<file path="config.mk">
export PLATFORM = sky130hd
export DESIGN_NAME = store_buffer
export DESIGN_NICKNAME = d
export VERILOG_FILES = /design/src/rtl/store_buffer.sv
export SDC_FILE = /design/constraint.sdc
export NUM_CORES = 1
export LEC_CHECK = 0
export ABC_AREA = 1
export CAP_MARGIN = 20
export CORE_ASPECT_RATIO = 2
export CORE_UTILIZATION = 59
export CTS_BUF_LIST = sky130_fd_sc_hd__clkbuf_8 sky130_fd_sc_hd__clkbuf_16
export DETAILED_ROUTE_END_ITERATION = 6
export HOLD_SLACK_MARGIN = 0.03
export PLACE_DENSITY = 0.86
export SYNTH_ARGS = -nofsm -noshare
export SYNTH_HDL_FRONTEND = slang
export SYNTH_SLANG_ARGS = --single-unit
</file>
<file path="constraint.sdc">
create_clock -name clk -period 17.65 [get_ports clk]
set_input_delay 3.53 -clock clk [delete_from_list [all_inputs] [get_ports clk]]
set_output_delay 3.53 -clock clk [all_outputs]
set_load 0.02 [all_outputs]
</file>
<file path="src/rtl/store_buffer.sv">
// Store buffer: formats SW/SH/SB into lane-replicated data plus byte enables, queues them
// in a DEPTH-entry FIFO, drains to memory over req/ack, and flags load-after-store hazards.
module store_buffer #(
    parameter int DEPTH = 4,
    parameter int AW    = 32
) (
    input  logic          clk,
    input  logic          rst_n,
    input  logic          st_valid,
    input  logic [1:0]    st_op,
    input  logic [AW-1:0] st_addr,
    input  logic [31:0]   st_data,
    output logic          st_ready,
    output logic          st_err,
    input  logic          ld_check,
    input  logic [AW-1:0] ld_addr,
    output logic          ld_hit,
    output logic          mem_req,
    output logic [AW-1:0] mem_addr,
    output logic [31:0]   mem_wdata,
    output logic [3:0]    mem_be,
    input  logic          mem_ack,
    output logic          empty
);

    localparam int PW = $clog2(DEPTH);
    localparam int CW = PW + 1;
    localparam logic [PW:0] FULL_CNT = CW'(DEPTH);

    typedef enum logic [1:0] {
        OP_SW  = 2'b00,
        OP_SH  = 2'b01,
        OP_SB  = 2'b10,
        OP_RSV = 2'b11
    } st_op_e;

    logic [PW-1:0] wr_ptr_q, wr_ptr_d;
    logic [PW-1:0] rd_ptr_q, rd_ptr_d;
    logic [PW:0]   count_q, count_d;
    logic          st_err_q, st_err_d;

    logic [AW-3:0] ent_addr_q [DEPTH];
    logic [31:0]   ent_data_q [DEPTH];
    logic [3:0]    ent_be_q   [DEPTH];

    logic          legal;
    logic          push;
    logic          pop;
    logic [31:0]   fmt_data;
    logic [3:0]    fmt_be;
    logic [PW-1:0] slot_off;
    logic [DEPTH-1:0] ent_valid;
    logic [DEPTH-1:0] ent_match;

    // Load address offset bits never matter: hazards are tracked per word.
    logic unused_ld_lsb;
    assign unused_ld_lsb = ^ld_addr[1:0];

    // NOTE: every signal written in an always_comb gets a default first, so no path can infer a latch.
    always_comb begin
        fmt_data = st_data;
        fmt_be   = 4'b1111;
        legal    = 1'b0;
        case (st_op_e'(st_op))
            OP_SW: begin
                legal = (st_addr[1:0] == 2'b00);
            end
            OP_SH: begin
                fmt_data = {2{st_data[15:0]}};
                fmt_be   = st_addr[1] ? 4'b1100 : 4'b0011;
                legal    = !st_addr[0];
            end
            OP_SB: begin
                fmt_data = {4{st_data[7:0]}};
                fmt_be   = 4'b0001 << st_addr[1:0];
                legal    = 1'b1;
            end
            default: begin
                legal = 1'b0;
            end
        endcase
    end

    // Full-ness depends on count alone, so a pop in the same cycle never frees a slot for a push.
    assign st_ready = (count_q != FULL_CNT);
    assign empty    = (count_q == '0);
    assign push     = st_valid & st_ready & legal;
    assign pop      = !empty & mem_ack;

    always_comb begin
        wr_ptr_d = wr_ptr_q + PW'(push);
        rd_ptr_d = rd_ptr_q + PW'(pop);
        count_d  = count_q + CW'(push) - CW'(pop);
        st_err_d = st_valid & !legal;
    end

    // NOTE: sequential state uses non-blocking assignments so every flop samples pre-edge values.
    always_ff @(posedge clk or negedge rst_n) begin
        if (!rst_n) begin
            wr_ptr_q <= '0;
            rd_ptr_q <= '0;
            count_q  <= '0;
            st_err_q <= 1'b0;
        end else begin
            wr_ptr_q <= wr_ptr_d;
            rd_ptr_q <= rd_ptr_d;
            count_q  <= count_d;
            st_err_q <= st_err_d;
        end
    end

    // NOTE: the storage array has no reset; validity comes from the pointers and count, which are reset.
    always_ff @(posedge clk) begin
        if (push) begin
            ent_addr_q[wr_ptr_q] <= st_addr[AW-1:2];
            ent_data_q[wr_ptr_q] <= fmt_data;
            ent_be_q[wr_ptr_q]   <= fmt_be;
        end
    end

    // A slot is live when its distance from the head is below the occupancy count.
    always_comb begin
        slot_off  = '0;
        ent_valid = '0;
        ent_match = '0;
        for (int i = 0; i < DEPTH; i++) begin
            slot_off     = PW'(i) - rd_ptr_q;
            ent_valid[i] = ({1'b0, slot_off} < count_q);
            ent_match[i] = (ent_addr_q[i] == ld_addr[AW-1:2]);
        end
    end

    assign ld_hit    = ld_check & |(ent_valid & ent_match);
    assign st_err    = st_err_q;
    assign mem_req   = !empty;
    assign mem_addr  = empty ? '0 : {ent_addr_q[rd_ptr_q], 2'b00};
    assign mem_wdata = empty ? '0 : ent_data_q[rd_ptr_q];
    assign mem_be    = empty ? '0 : ent_be_q[rd_ptr_q];

endmodule
</file>
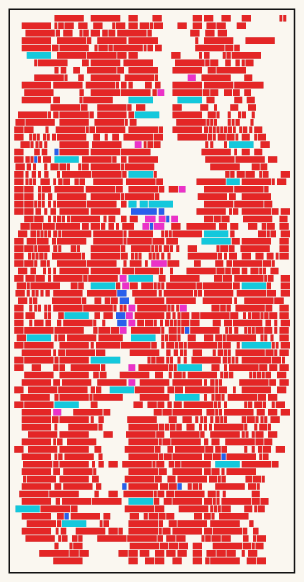
Figure 1: sizing map.
legend:
  blue:
    size: drive 2
    cells: 15
    share: 1.3%
    most_used: clkinv_2
  magenta:
    size: drive 3 to 4
    cells: 20
    share: 1.7%
    most_used: buf_4
  red:
    size: drive 1 or less
    cells: 1112
    share: 95%
    most_used: edfxtp_1
  cyan:
    size: drive 6 and up
    cells: 29
    share: 2.5%
    most_used: clkbuf_16
area delta synth->final: 21.9%
Buffers, non-clock: 186
Finished Cell Area: 14900 um2

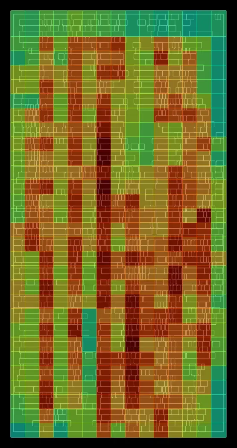
Figure 2: routing congestion map.
met1 Resource Use GR: 0.298
met3 usage: 0.0298
total track usage: 0.288
met2 GRT Util: 0.561

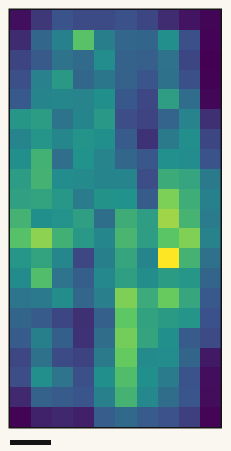
Figure 3: routed metal per tile.
The bar under the picture is 20 um long. 10 x 21 tiles, from dark purple (low) to yellow (high), scaled to the fullest tile. Values are wire area over tile area, all layers added.
fullest tile: 0.59
nearly empty tiles: 3.3%
emptiest ninth of the die: top right
mean over tiles: 0.24
tiles over half the peak: 28%
vias after detailed routing: 8667
average routed wire per standard cell: 21.2 um
Post-Route WL: 30600 um

==> flow_summary_export.csv <==
group,metric,value,unit
status,status,"completed",
synthesis,xor_share,0.0787,
worst_setup_path,cp_top_family,"buffers and inverters",
power_and_ir_drop,ir_worst_vdd,0.000129,V
grt,overflow,0,
run,log.warning_count,32,
power_and_ir_drop,leakage,5.16,nW
hold_path,min_path_cells,1,
grt,grt_pass1_vias,8708,
final_timing,finalSetupViolations,0,
clocking,clk_latency,0.53,ns
clocking,clock-root-buffer,"clkbuf_16",
synthesis,ys.flop_type,"edfxtp_1",
clocking,post_cts_resized,0,
worst_setup_path,cp.arrival,5.66,ns
worst_setup_path,regToRegSetupSlack,14.82,ns
floorplanning,core,20400,um2
synthesis,area_leaders,"edfxtp_1 (65%), nand2_1 (5.4%), xnor2_1 (4.9%), a22oi_1 (3.7%), a31oi_1 (3.5%)",
grt,grt_max_degree,68,
synthesis,ys_chip_area,12200,um2
drt,firstDrtPassIters,5,
worst_setup_path,critPathMaxFanout,5,
final_timing,fmax,0.109,GHz
clocking,numCtsBuffers,23,
synthesis,synthSimpleGateAreaFrac,0.118,
final_timing,whs,0.556,ns
place,numPortBuffers,171,
final_timing,final-max-slew-violation-count,0,
synthesis,edf_count,264,
routing by layer:
layer  global-route usage  share of wire
met4                0.155          0.043
met2                0.561           0.56
met5                    0              0
met1                0.298           0.33
met3               0.0298          0.067
registers in the layout, indices dropped and copies added (netlist names):
| register | flops |
|---|---|
| count_q | 3 |
| ent_addr_q | 120 |
| ent_be_q | 16 |
| ent_data_q | 128 |
| rd_ptr_q | 2 |
| st_err | 1 |
| wr_ptr_q | 2 |
worst max-delay path by stage:
stage	startpoint	end	slack [ns]	cells after the start
3_3_place_gp	ld_addr[3]	ld_hit	8.53	12
5_1_grt	ld_addr[6]	ld_hit	8.30	12
3_5_place_dp	ld_addr[3]	ld_hit	8.45	12
4_1_cts	ld_addr[3]	ld_hit	8.44	12
2_1_floorplan	st_op[1]	ent_addr_q[0][0]	8.42	6
6_report	ld_addr[3]	ld_hit	8.46	12
where the power goes:
group          switching (mW)  total (mW)  internal [mW]
Combinational           0.584       0.954          0.370
Sequential             0.0355       0.802          0.767
Clock                   0.219       0.507          0.288
final cells by class:
| class | count | area, um2 | area share |
|---|---|---|---|
| clock inverter | 18 | 174 | 0.0117 |
| sequential | 272 | 8130 | 0.545 |
| timing repair buffer | 186 | 1820 | 0.122 |
| multi-input combinational | 629 | 3680 | 0.247 |
| antenna | 3 | 7.51 | 0.000503 |
| inverter | 47 | 176 | 0.0118 |
| clock buffer | 24 | 589 | 0.0395 |
| tap | 266 | 333 | 0.0223 |
stage by stage:
stage	setup WS (ns)	power (mW)	cells	utilization	instance area [um2]
after floorplan	8.42	1.34	1016	-	12200
after global placement	8.53	1.75	1400	0.695	14100
after detailed placement	8.45	1.76	1400	0.695	14100
after CTS	8.44	2.27	1442	0.732	14900
after global routing	8.30	2.35	1445	0.732	14900
final	8.46	2.26	1445	0.732	14900
Power is estimated from default activity; no workload was simulated.
